run_1/floorplan.png
Drawn at 4 px/µm. Pins as bars on the die edge.
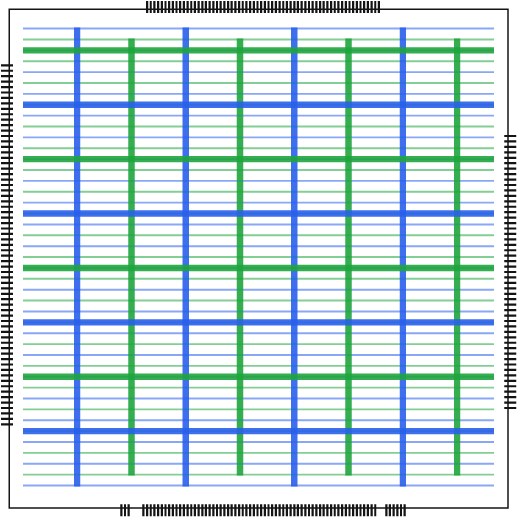
run_1/closeup.png
Window x 37 to 87, y 62 to 112 µm. Cells in grey, sequential cells in the stronger grey; small squares are vias.
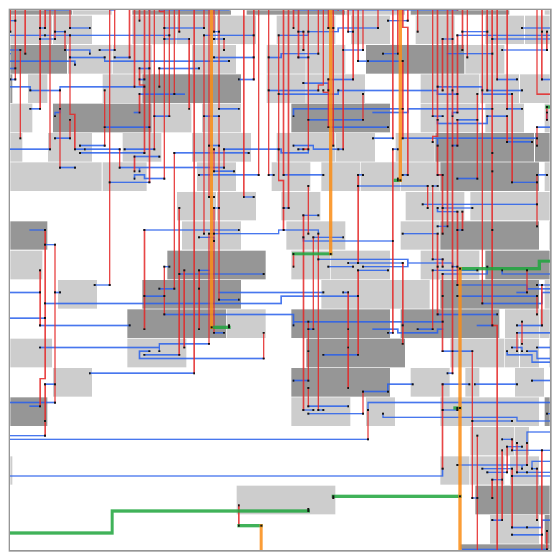
run_1/placed.png
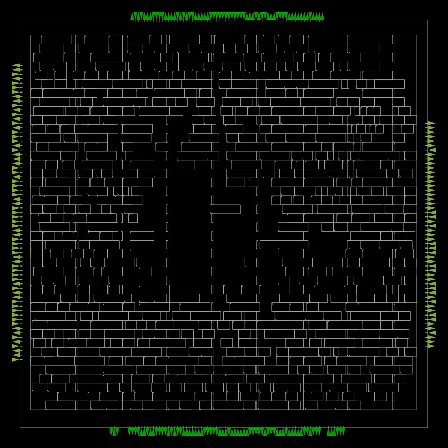
[src/rtl/decode_execute_reg.sv]
// decode_execute_reg: decode-to-execute pipeline register with load-use hazard
// detection, execute back-pressure hold, flush kill and a saturating stall counter.
module decode_execute_reg #(
    parameter int DATA_W = 32,
    parameter int IDX_W  = 4,
    parameter int CNT_W  = 16
) (
    input  logic              clk,
    input  logic              rst_n,
    input  logic              id_valid,
    input  logic [IDX_W-1:0]  id_r2_idx,
    input  logic [IDX_W-1:0]  id_r3_idx,
    input  logic              id_use_r2,
    input  logic              id_use_r3,
    input  logic [DATA_W-1:0] id_r2_val,
    input  logic [DATA_W-1:0] id_r3_val,
    input  logic [DATA_W-1:0] id_imm,
    input  logic [IDX_W-1:0]  id_dest,
    input  logic [3:0]        id_alu_op,
    input  logic              id_reg_write,
    input  logic              id_mem_read,
    input  logic              id_mem_write,
    input  logic              flush,
    input  logic              ex_busy,
    output logic              ex_valid,
    output logic              ex_reg_write,
    output logic              ex_mem_read,
    output logic              ex_mem_write,
    output logic [IDX_W-1:0]  ex_r2_idx,
    output logic [IDX_W-1:0]  ex_r3_idx,
    output logic [IDX_W-1:0]  ex_dest,
    output logic [DATA_W-1:0] ex_r2_val,
    output logic [DATA_W-1:0] ex_r3_val,
    output logic [DATA_W-1:0] ex_imm,
    output logic [3:0]        ex_alu_op,
    output logic              stall,
    output logic [CNT_W-1:0]  stall_count
);
    logic hit_r2, hit_r3, lu;

    assign hit_r2 = id_use_r2 && (id_r2_idx == ex_dest);
    assign hit_r3 = id_use_r3 && (id_r3_idx == ex_dest);
    assign lu     = ex_valid && ex_mem_read && ex_reg_write && id_valid && (hit_r2 || hit_r3);
    // ex_busy is not honoured while reset is asserted
    assign stall  = rst_n && !flush && (ex_busy || lu);

    always_ff @(posedge clk or negedge rst_n) begin
        if (!rst_n) begin
            ex_valid     <= 1'b0;
            ex_reg_write <= 1'b0;
            ex_mem_read  <= 1'b0;
            ex_mem_write <= 1'b0;
        end else if (flush || (!ex_busy && lu)) begin
            ex_valid     <= 1'b0;
            ex_reg_write <= 1'b0;
            ex_mem_read  <= 1'b0;
            ex_mem_write <= 1'b0;
        end else if (!ex_busy) begin
            ex_valid     <= id_valid;
            ex_reg_write <= id_valid && id_reg_write;
            ex_mem_read  <= id_valid && id_mem_read;
            ex_mem_write <= id_valid && id_mem_write;
        end
    end

    // data fields are don't-care on flush, so they simply hold
    always_ff @(posedge clk or negedge rst_n) begin
        if (!rst_n) begin
            ex_r2_idx <= '0;
            ex_r3_idx <= '0;
            ex_dest   <= '0;
            ex_r2_val <= '0;
            ex_r3_val <= '0;
            ex_imm    <= '0;
            ex_alu_op <= '0;
        end else if (!flush && !ex_busy && !lu) begin
            ex_r2_idx <= id_r2_idx;
            ex_r3_idx <= id_r3_idx;
            ex_dest   <= id_dest;
            ex_r2_val <= id_r2_val;
            ex_r3_val <= id_r3_val;
            ex_imm    <= id_imm;
            ex_alu_op <= id_alu_op;
        end
    end

    always_ff @(posedge clk or negedge rst_n) begin
        if (!rst_n)
            stall_count <= '0;
        else if (stall && stall_count != '1)
            stall_count <= stall_count + 1'b1;
    end
endmodule

[config.mk]
export PLATFORM = sky130hd
export DESIGN_NAME = decode_execute_reg
export DESIGN_NICKNAME = d
export VERILOG_FILES = /design/src/rtl/decode_execute_reg.sv
export SDC_FILE = /design/constraint.sdc
export NUM_CORES = 1
export LEC_CHECK = 0
export ABC_CLOCK_PERIOD_IN_PS = 4000
export CORE_MARGIN = 3
export CORE_UTILIZATION = 40
export CTS_CLUSTER_SIZE = 16
export DETAILED_ROUTE_END_ITERATION = 7
export GPL_ROUTABILITY_DRIVEN = 1
export HOLD_SLACK_MARGIN = 0.02
export PLACE_DENSITY = 0.84
export SLEW_MARGIN = 40
export SYNTH_ARGS = -nofsm -noshare
export SYNTH_HDL_FRONTEND = slang
export SYNTH_SLANG_ARGS = --single-unit
export TNS_END_PERCENT = 1
[constraint.sdc]
create_clock -name clk -period 4 [get_ports clk]
set_input_delay 1.2 -clock clk [delete_from_list [all_inputs] [get_ports clk]]
set_output_delay 1.2 -clock clk [all_outputs]
set_load 0.03 [all_outputs]
==> flow_summary_export.csv, run 1 <==
group,metric,value,unit
synthesis,ys_area,5600,µm²
synthesis,ys_seq_share,58.98,%
setup_path,crit_start,"id_r3_idx[0]",
synthesis,logic_family,"multiplexers",
clock_network,cts_buffers,17,
setup_path,worst_r2r_endpoint,"stall_count[10]$_DFFE_PN0P_",
cells_and_area,ff_latch_area,3303,µm²
setup_path,cp.buffers_inverters,3,
pwr,cellPowerDensity,510.7,nW/µm²
cells_and_area,sh_seq_area,36.76,%
route,vias,3822,
synthesis,adder_share,0.2234,%
synthesis,ys_cells,340,
setup_path,worst_path_max_delay_cell,"clkdlybuf4s50_1",
timing,fin_setup_tns,0,ns
cells_and_area,layout_top_cells,"clkdlybuf4s50_1 (252), dfrtp_1 (132), mux2_4 (80)",
timing,worstMarginPinSlew,0.6739,ns
global_route,grt_max_degree,80,
timing,rsz0062_at_grt,"no",
synthesis,synth_cell_type_count,30,
floorplan,ios,255,
cells_and_area,area_growth,60.46,%
hold_path,hold_start,"ex_alu_op[3]$_DFFE_PN0P_",
cells_and_area,fillers,985,
setup_path,cp_top_family,"buffers and inverters",
synthesis,yosys_warnings,0,
clock_network,clk_pin_slew,0.05,ns
cells_and_area,final_common_cell,"clkdlybuf4s50_1",
floorplan,fp_util,41.63,%
synthesis,yosys_most_used_dff,"dfrtp_1",
synthesis,syn_nets,463,
setup_path,cpPeakStageDelay,0.45,ns
placed_design,placed_cells,767,
status,status,"finished clean",
synthesis,edf_count,0,
floorplan,nWellTaps,176,
setup_path,endpoint,"stall",
timing,setup_viol,0,
cells_and_area,ff_count,132,
global_route,grt_pass1_wl,23840,µm
setup_path,r2r_cells,7,
cells_and_area,fin_cells,800,
setup_path,path_cells,"clkdlybuf4s50_1, xor2_1, nor4_1, and3_4, o21ai_4, inv_1, buf_4",
clock_network,cts_setup_buffers,0,
pwr,power.leakage,3.902,nW
synthesis,yosysTopAreaCellShare,58.98,%
global_route,grt_usage,19.61,%
synthesis,async_flop_share,100.0,%
floorplan,die_area,15460,µm²
setup_path,rr_startpoint,"ex_dest[0]$_DFFE_PN0P_",
clock_network,cts.sinks,132,
clock_network,cts_buffer_depth,2,
clock_network,h-tree-depth,4,
cells_and_area,n_antenna_cell,0,
timing,final_hold_viol_count,0,
cells_and_area,buffers_excl_clock,265,
clock_network,ctsHoldBuffers,0,
cells_and_area,comb_area,2166,µm²
cells_and_area,clock_area_share,6.767,%
cells_and_area,sh_comb_area,24.10,%
cells_and_area,comb_cells,194,
hold_path,whs_path_depth,1,
route,firstDrtPassIters,4,
synthesis,mux_share,28.49,%
Back to the opening pictures, floorplan.png:
colour	net
blue	VSS
green	VDD
met5 straps	8
met4 straps	8
met1 rails	43
Die W: 124.3 µm
peak supply drop: 0.0003078 V
Core Region: 13450 µm²
Die H: 124.3 µm

Back to the opening pictures, closeup.png:
colour	layer
red	M2
green	M3
blue	M1
orange	M4
netlist names of flops here include	`ex_imm` (7), `ex_r3_val` (5), `ex_r2_val` (3)
cells with their middle in the window	92
sequential cells in the window	18
most frequent	clkdlybuf4s50_1 (35), dfrtp_1 (18), mux2_4 (13)

Back to the opening pictures, placed.png:
num rows: 42
Finished Core Util: 66.80%

run 1: worst min-delay path by stage:
| stage | to | slack [ns] |
|---|---|---|
| 6_report | ex_alu_op[3]$_DFFE_PN0P_ | 0.50 |
| 2_1_floorplan | ex_valid$_DFFE_PN0P_ | 0.66 |
| 3_5_place_dp | ex_r3_val[6]$_DFFE_PN0P_ | 0.49 |
| 5_1_grt | ex_r3_val[6]$_DFFE_PN0P_ | 0.52 |
| 3_3_place_gp | ex_r2_val[8]$_DFFE_PN0P_ | 0.49 |
| 4_1_cts | ex_r2_val[15]$_DFFE_PN0P_ | 0.51 |
run 1: per-layer routing:
layer	up-vias	GRT usage, %	part of all wire [%]
li1	1746	-	-
met1	1889	21.72	38
met2	155	34.22	53
met3	32	6.904	6.7
met4	0	8.124	2.5
met5	-	0	0
run 1: stage by stage:
stage	total power [mW]	setup WS (ns)	cell area, µm²	utilization, %	hold slack (ns)
global placement	3.010	0.07117	8347	62.04	0.4898
global route	4.770	0.007011	8986	66.80	0.5219
detailed placement	3.046	0.06557	8351	62.07	0.4926
CTS	4.639	0.05509	8959	66.59	0.5090
finish	4.590	0.08940	8986	66.80	0.5035
floorplan	2.395	0.5257	5600	-	0.6567
run 1: flip-flops by register name, indices dropped and copies added (netlist names):
signal,flops
ex_reg_write,1
ex_r2_idx,4
ex_valid,1
ex_mem_write,1
ex_r3_val,32
ex_imm,32
ex_dest,4
ex_r3_idx,4
ex_mem_read,1
ex_alu_op,4
ex_r2_val,32
stall_count,16
run 1: where the power goes:
group	switching, mW	leakage [nW]	total, mW	internal (mW)
registers	0.145	1.58	1.68	1.53
clock network	0.554	0.302	1.57	1.01
logic	0.659	2.02	1.34	0.684
total	1.36	3.90	4.59	3.23
--- run 2 (diff from run 1) ---
--- a/config.mk
+++ b/config.mk
@@ -10,7 +10,7 @@
 export CORE_UTILIZATION = 40
 export CTS_CLUSTER_SIZE = 16
 export DETAILED_ROUTE_END_ITERATION = 7
-export GPL_ROUTABILITY_DRIVEN = 1
+export GPL_ROUTABILITY_DRIVEN = 0
 export HOLD_SLACK_MARGIN = 0.02
 export PLACE_DENSITY = 0.84
 export SLEW_MARGIN = 40
run_2/route_heat.png
Drawn at 3 px/µm. 25 x 25 tiles, from dark purple (low) to yellow (high), scaled to the fullest tile. Values are wire area over tile area, all layers added.
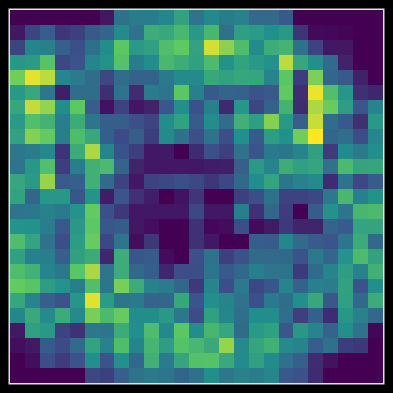
emptiest ninth of the die	middle
nearly empty tiles	7.5%
mean over tiles	0.16
gr usage total: 19.61%
vias post-DR: 3822
routed len/inst: 18.62 µm
final wirelength: 14900 µm

run_2/placed.png
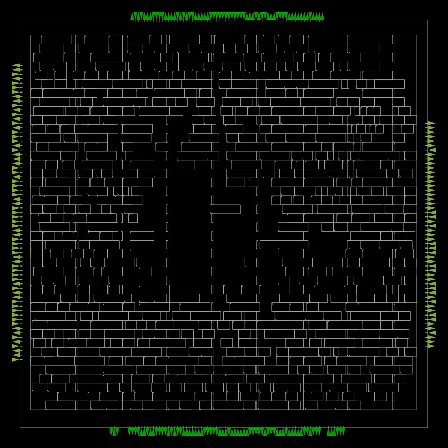
fill count: 985
Post-Layout Cell Count: 800
flop share of the area: 36.76%
well-tap cell count: 176
flop count: 132

==> run 2 against run 1 <==
  * Non-clock buffer count unchanged
  * Wire length stayed put
  * Power did not move
  * Via count unchanged
  * Die size unchanged
  * Synthesized cell count is the same
  * Utilization unchanged
  * Fmax unchanged
  * Sequential cell count unchanged
  * Cell count did not move
  * Combinational power hardly changed
  * Largest cell class unchanged
==> flow_summary_export.csv, run 2 <==
group,metric,value,unit
status,status,"finished clean",
pwr,cellPowerDensity,510.7,nW/µm²
setup_path,critical_path_class,"in2out",
cells_and_area,layout_top_cells,"clkdlybuf4s50_1 (252), dfrtp_1 (132), mux2_4 (80)",
cells_and_area,final_common_cell,"clkdlybuf4s50_1",
timing,fin_setup_tns,0,ns
clock_network,clk_pin_slew,0.05,ns
synthesis,ys_cells,340,
route,drtIter0Drc,181,
synthesis,yosys_most_used_dff,"dfrtp_1",
hold_path,hold_start,"ex_alu_op[3]$_DFFE_PN0P_",
setup_path,worst_r2r_endpoint,"stall_count[10]$_DFFE_PN0P_",
synthesis,yosys_warnings,0,
timing,rsz0062_at_grt,"no",
clock_network,ctsHoldBuffers,0,
global_route,grt_max_degree,80,
route,firstDrtPassIters,4,
setup_path,rr_startpoint,"ex_dest[0]$_DFFE_PN0P_",
synthesis,adder_share,0.2234,%
synthesis,synth_cell_type_count,30,
clock_network,cts_setup_buffers,0,
hold_path,whs_endpoint,"ex_alu_op[3]$_DFFE_PN0P_",
placed_design,dp_hpwl,11000,µm
global_route,busiest_layer,"met2",
floorplan,core,13450,µm²
setup_path,path_cells,"clkdlybuf4s50_1, xor2_1, nor4_1, and3_4, o21ai_4, inv_1, buf_4",
floorplan,die_area,15460,µm²
clock_network,cts_buffers,17,
cells_and_area,n_antenna_cell,0,
global_route,grt_pass1_vias,4336,
synthesis,async_flop_share,100.0,%
clock_network,cts.sinks,132,
global_route,grt_pass1_wl,23840,µm
timing,setup_viol,0,
clock_network,cts_tree,"done",
cells_and_area,area_growth,60.46,%
setup_path,r2r_cells,7,
floorplan,fp_util,41.63,%
floorplan,die_w,124.3,µm
timing,final_hold_viol_count,0,
route,postRouteAntennaNets,0,
global_route,grtUsageMet1,21.72,%
clock_network,h-tree-depth,4,
timing,clock_skew,0.008119,ns
setup_path,worst_path_max_delay_cell,"clkdlybuf4s50_1",
pwr,power.leakage,3.902,nW
setup_path,cpPeakStageDelay,0.45,ns
setup_path,crit_required,2.80,ns
global_route,use_met3,6.904,%
synthesis,syn-cell-area,5600,µm²
placed_design,placed_area,8351,µm²
clock_network,cts_buffer_depth,2,
setup_path,cp_top_family,"buffers and inverters",
synthesis,syn_nets,463,
hold_path,whs_path_depth,1,
synthesis,ys_area,5600,µm²
setup_path,cp.buffers_inverters,3,
timing,drv_slew,0,
synthesis,mux_share,28.49,%
synthesis,edf_count,0,
synthesis,ys_seq_share,58.98,%
synthesis,logic_family,"multiplexers",
timing,worstMarginPinSlew,0.6739,ns
route,drc,0,
synthesis,yosysTopAreaCellShare,58.98,%
pwr,peakVddDrop,0.0003078,V
floorplan,die_h,124.3,µm
global_route,met2_usage,34.22,%
run_2/sizing.png
Drawn at 2 px/µm.
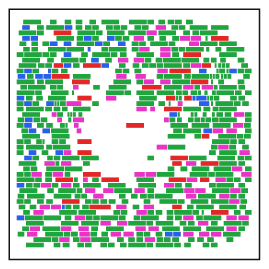
colour	size	cells	share
blue	x2	42	6.7%
green	x1 and smaller	458	73%
magenta	x3 and x4	93	15%
red	x6 and larger	31	5.0%
nonclk buf count: 265
fin worst setup slack: 0.08940 ns
post-route cell area: 8986 µm²

run 2: cell counts after synthesis:
Identical to the previous run, type by type.
run 2: area by class of cell:
| type | instances | area (µm²) |
|---|---|---|
| Inverter | 1 | 3.754 |
| Fill cell | 985 | 4467 |
| Sequential cell | 132 | 3303 |
| Multi-Input combinational cell | 194 | 2166 |
| Tap cell | 176 | 220.2 |
| Timing Repair Buffer | 265 | 2685 |
| Clock inverter | 8 | 96.34 |
| Clock buffer | 24 | 511.7 |
run 2: worst max path at each step:
stage,slack [ns],end
2_1_floorplan,0.53,stall
3_3_place_gp,0.07,stall
3_5_place_dp,0.07,stall
4_1_cts,0.06,stall
5_1_grt,0.007,stall
6_report,0.09,stall
run 2: layer usage:
layer  share of wire [%]  vias up
li1                    -     1746
met1                  38     1889
met2                  53      155
met3                 6.7       32
met4                 2.5        0
met5                   0        -
run 2: through the flow:
step / cells / power, mW / worst slack, ns / hold WS, ns / util, %
2_1_floorplan: 340 / 2.395 / 0.5257 / 0.6567 / -
4_1_cts: 799 / 4.639 / 0.05509 / 0.5090 / 66.59
3_5_place_dp: 767 / 3.046 / 0.06557 / 0.4926 / 62.07
3_3_place_gp: 767 / 3.010 / 0.07117 / 0.4898 / 62.04
6_report: 800 / 4.590 / 0.08940 / 0.5035 / 66.80
5_1_grt: 800 / 4.770 / 0.007011 / 0.5219 / 66.80
run 2: report_power, final:
| group | switching (mW) | total, mW | internal, mW |
|---|---|---|---|
| Clock | 0.554 | 1.57 | 1.01 |
| Sequential | 0.145 | 1.68 | 1.53 |
| Combinational | 0.659 | 1.34 | 0.684 |
run 2: cell families after synthesis:
logic type / after synthesis
flip-flops: 132
buffers and inverters: 14
AND/OR/NAND/NOR: 50
AND-OR/OR-AND: 7
XOR/XNOR: 21
multiplexers: 115
adder cells (fa/ha/maj): 1
--- run 3 (diff from run 2) ---
--- a/config.mk
+++ b/config.mk
@@ -8,10 +8,11 @@
 export ABC_CLOCK_PERIOD_IN_PS = 4000
 export CORE_MARGIN = 3
 export CORE_UTILIZATION = 40
+export CTS_CLUSTER_DIAMETER = 150
 export CTS_CLUSTER_SIZE = 16
 export DETAILED_ROUTE_END_ITERATION = 7
 export GPL_ROUTABILITY_DRIVEN = 0
-export HOLD_SLACK_MARGIN = 0.02
+export HOLD_SLACK_MARGIN = 0.03
 export PLACE_DENSITY = 0.84
 export SLEW_MARGIN = 40
 export SYNTH_ARGS = -nofsm -noshare
run_3/closeup.png
Window x 37 to 87, y 62 to 112 µm. Cells in grey, sequential cells in the stronger grey; small squares are vias.
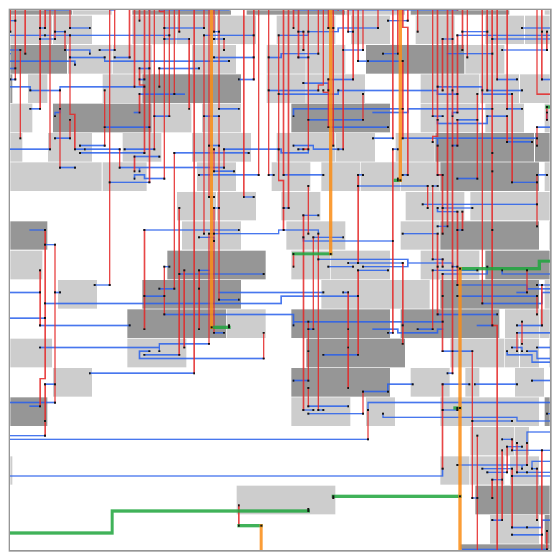
colour	layer
blue	M1
red	M2
orange	M4
green	M3
cells with their middle in the window	92
sequential cells in the window	18
most frequent	clkdlybuf4s50_1 (35), dfrtp_1 (18), mux2_4 (13)
netlist names of flops here include	`ex_imm` (7), `ex_r3_val` (5), `ex_r2_val` (3)

run_3/placed.png
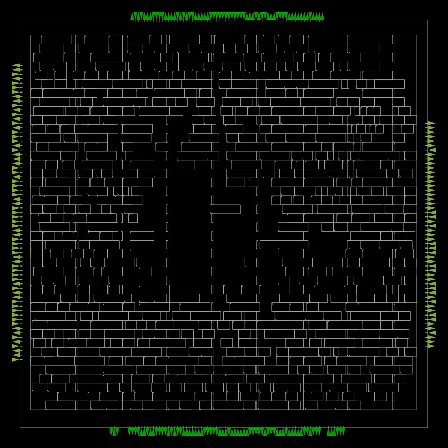

==> run 3 against run 2 <==
  * First-iteration DRC count unchanged
  * Die size unchanged
  * Setup slack unchanged
  * Count of clock-buffer cells in the layout unchanged
  * Sequential power about the same
  * Fmax unchanged
  * Utilization unchanged
  * Clock skew unchanged
  * Area after synthesis unchanged
  * Via count unchanged
==> flow_summary_export.csv, run 3 <==
group,metric,value,unit
status,status,"finished clean",
setup_path,rr_startpoint,"ex_dest[0]$_DFFE_PN0P_",
route,routed-wl-met3,1000,µm
route,wl_met1,5689,µm
setup_path,r2r_cells,7,
route,drc,0,
cells_and_area,area_growth,60.46,%
floorplan,die_w,124.3,µm
synthesis,edf_count,0,
clock_network,cts_buffer_depth,2,
setup_path,worst_path_max_delay_cell,"clkdlybuf4s50_1",
synthesis,yosysTopAreaCellShare,58.98,%
timing,fin_setup_tns,0,ns
setup_path,crit_required,2.80,ns
cells_and_area,fillers,985,
route,drtIter0Drc,181,
synthesis,ys_area,5600,µm²
route,postRouteAntennaNets,0,
clock_network,cts_tree,"done",
timing,rsz0062_at_grt,"no",
route,vias,3822,
cells_and_area,fin_area,8986,µm²
global_route,grt_usage,19.61,%
synthesis,ys_seq_share,58.98,%
timing,worstMarginPinSlew,0.6739,ns
clock_network,cts_buffers,17,
global_route,grt_max_degree,80,
clock_network,clk_pin_slew,0.05,ns
global_route,grt_pass1_vias,4336,
setup_path,critical_path_class,"in2out",
placed_design,placed_area,8351,µm²
synthesis,yosys_most_used_dff,"dfrtp_1",
floorplan,core,13450,µm²
pwr,peakVddDrop,0.0003078,V
hold_path,hold_start,"ex_alu_op[3]$_DFFE_PN0P_",
setup_path,worst_r2r_endpoint,"stall_count[10]$_DFFE_PN0P_",
floorplan,fp_util,41.63,%
timing,clock_skew,0.008119,ns
floorplan,die_h,124.3,µm
cells_and_area,layout_top_cells,"clkdlybuf4s50_1 (252), dfrtp_1 (132), mux2_4 (80)",
synthesis,synth_cell_type_count,30,
route,wl_per_cell,18.62,µm
synthesis,syn_nets,463,
route,firstDrtPassIters,4,
route,wl_met2,7834,µm
setup_path,cpPeakStageDelay,0.45,ns
synthesis,yosys_warnings,0,
cells_and_area,n_antenna_cell,0,
pwr,cellPowerDensity,510.7,nW/µm²
timing,whs,0.5035,ns
run_3/route_heat.png
Drawn at 3 px/µm. 25 x 25 tiles, from dark purple (low) to yellow (high), scaled to the fullest tile. Values are wire area over tile area, all layers added.
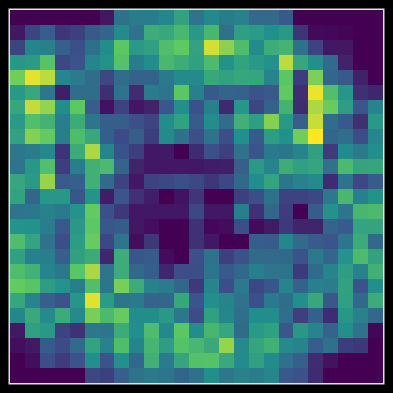
emptiest ninth of the die	middle
mean over tiles	0.16
tiles over half the peak	30%
fullest tile	0.41
nearly empty tiles	7.5%

run 3: cell counts in the layout (fill, tap and decap cells not counted):
Identical to the previous run, type by type.
run 3: stage by stage:
step	std cells	setup slack (ns)	total power, mW	utilization [%]
global placement	767	0.07117	3.010	62.04
CTS	799	0.05509	4.639	66.59
finish	800	0.08940	4.590	66.80
floorplan	340	0.5257	2.395	-
global route	800	0.007011	4.770	66.80
detailed placement	767	0.06557	3.046	62.07
run 3: final cells by class:
class | instances | area (µm²) | share of cell area (%)
Clock buffer | 24 | 511.7 | 5.695
Clock inverter | 8 | 96.34 | 1.072
Multi-Input combinational cell | 194 | 2166 | 24.10
Sequential cell | 132 | 3303 | 36.76
Tap cell | 176 | 220.2 | 2.451
Timing Repair Buffer | 265 | 2685 | 29.88
Inverter | 1 | 3.754 | 0.04177
run 3: per-layer routing:
metal	vias to the layer above	global-route usage (%)
met5	-	0
li1	1746	-
met1	1889	21.72
met2	155	34.22
met4	0	8.124
met3	32	6.904
run 3: cells by family (layout without fill, tap and decap cells):
logic type / count (synthesis) / count (layout) / share of synthesized area, %
simple gates: 50 / 50 / 5.541
mux: 115 / 115 / 28.49
buf+inv: 14 / 298 / 2.346
flops: 132 / 132 / 58.98
compound gates: 7 / 7 / 1.140
fa+ha+maj: 1 / 1 / 0.2234
xor+xnor: 21 / 21 / 3.284
run 3: power breakdown:
group          leakage [nW]  internal, mW  switching [mW]
logic                  2.02         0.684           0.659
clock network         0.302          1.01           0.554
registers              1.58          1.53           0.145
run 3: critical path: cells and delay by family:
kind / cells / cell delay, ns
xor+xnor: 1 / 0.16
compound gates: 1 / 0.07
simple gates: 2 / 0.61
buf+inv: 3 / 0.67
Power figures rest on the tool's default switching activity, not on a simulated workload.
